Design uart_tx_ctrl_flat, sky130hd; sources not shown.
**Routing congestion map**

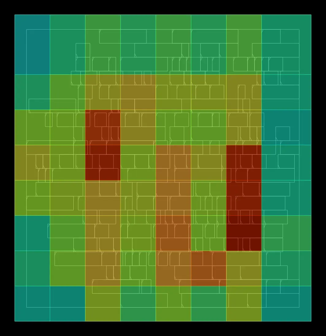
mean routed wirelength per cell: 13.1 um
total global-route track usage: 19.9%

**Nets reached from selected ports**

Scale bar: 20 um.
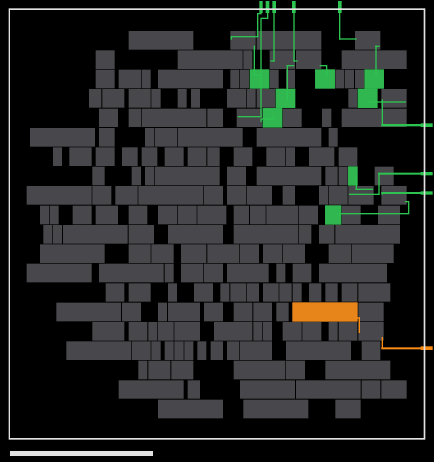
Orange marks busy, direction output, edge right, end cells 1, buffers 1, wire 9.30 um. Green marks bus_tx_data, direction input, edge 5 top, 3 right, end cells 8, buffers 8, wire 116 um.
Top-Level Pins: 15
Port Buffers: 14

**Placed cells, one color a class**

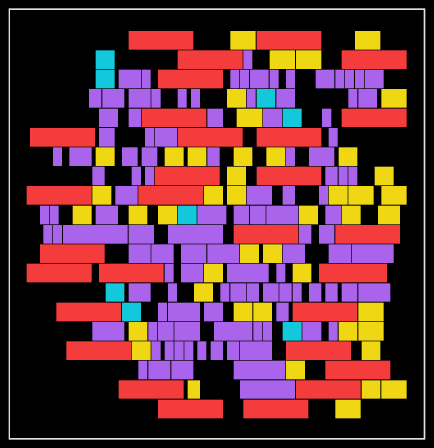
Purple marks combinational and other logic, cells 113, share of their area 40%. Yellow marks remaining buffers and delay cells, cells 45, share of their area 19%. Red marks sequential cells, cells 29, share of their area 38%. Cyan marks clock drivers and dummy loads, cells 8, share of their area 3.1%.
fraction of area in registers: 36.8%
cell row count: 20
total core area: 2900 um2

**Supply network**

Scale bar: 20 um. Pins as bars on the die edge.
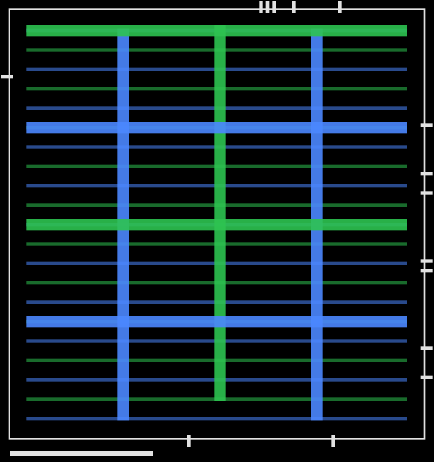
Blue marks VSS. Green marks VDD.
4 straps on met5. The core has 20 rows. 21 met1 rails follow the rows.
die outline height: 60 um
highest ir drop seen on vdd: 0.500 mV
Die W: 58 um

**Cell density map**

Scale bar: 20 um. The die is cut into 12 by 12 equal tiles; black is low, pale yellow is high, 0 to 100% covered.
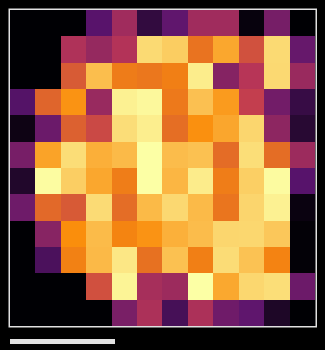
The fullest tile reaches 100%. 40% of the tiles are over 75% full. The densest ninth of the die: center.
starting density of the core: 50.1%
final design utilization: 68.1%

==> impl_summary.log <==
[report] extracting results
[metrics] most used routing layer in global routing: met2
[metrics] met1 track utilization from global routing: 22.4%
[metrics] met2 wire length: 1460 um
[metrics] combinational power: 0.0000403 W
[metrics] CTS Buf Count: 5
[metrics] initial antenna violation count: 0
[metrics] fraction of synthesis flops using an asynchronous set or reset pin: 100%
[metrics] number of synthesis warnings: 0
[metrics] last weighted congestion value of the routability-driven placer: 0.886
[metrics] leakage power total: about 0.9 nW
[metrics] arithmetic-cell share of the synthesized area counting full adders, half adders and majority gates: 2.58%
[metrics] failing checks: negative setup slack
[metrics] fraction of area in multi-input gates: 38.2%
[metrics] Slew Limit Headroom: 74.7%
[metrics] register area: 727 um2
[metrics] cell area after synthesis: 1460 um2
[metrics] number of logged tool warnings: 30
[metrics] worst setup slack for register-to-register paths: -90 ps
[metrics] Critical Path Fanout Max: 3
[metrics] post-place setup slack: -86.7 ps
[metrics] xor/xnor cell area share of the yosys netlist: 6.62%
[metrics] Critical Path, Cell by Cell: ha_4 > and4b_1 > nand4_1 > or3_1 > a21oi_2 > a31o_1
[metrics] number of gates on the worst path with buffers counted: 6
[metrics] count of unresolved DRC violations after routing: 0
[metrics] fraction of the yosys area taken by sequential cells: around 50%
[metrics] switching power of the nets: 0.000258 W
[metrics] Clock Skews: between 2 and 2.5 ps
[metrics] clock network contribution to total cell area: slightly above 3%
[metrics] final total negative setup slack: -636 ps
[metrics] leading post-synthesis cells by instance count: sky130_fd_sc_hd__dfrtp_1 (28), sky130_fd_sc_hd__nand2_1 (19), sky130_fd_sc_hd__nor2_1 (18), sky130_fd_sc_hd__xor2_1 (8)
[metrics] total die area: 3480 um2
[metrics] cell at the slowest stage of the critical path: sky130_fd_sc_hd__dfrtp_1
[metrics] result of the run: finished with violations
[metrics] Area after DPL: 1830 um2
[metrics] post-synthesis share of cell area spent on and, or, nand and nor gates: 25.3%
[metrics] endpoints failing setup: 17
[metrics] most used logic cell in the final layout: sky130_fd_sc_hd__buf_4
[metrics] most common flop cell mapped by yosys: sky130_fd_sc_hd__dfrtp_1
[metrics] worst setup slack after layout: -94.4 ps
[metrics] aggregate routed wire length: slightly below 3000 um
[metrics] Detailed Route Iter0 Violations: 49
[metrics] number of clock buffers in the layout: 8
[metrics] count of library flops with an enable pin: 0
Power and IR drop assume default switching activity.
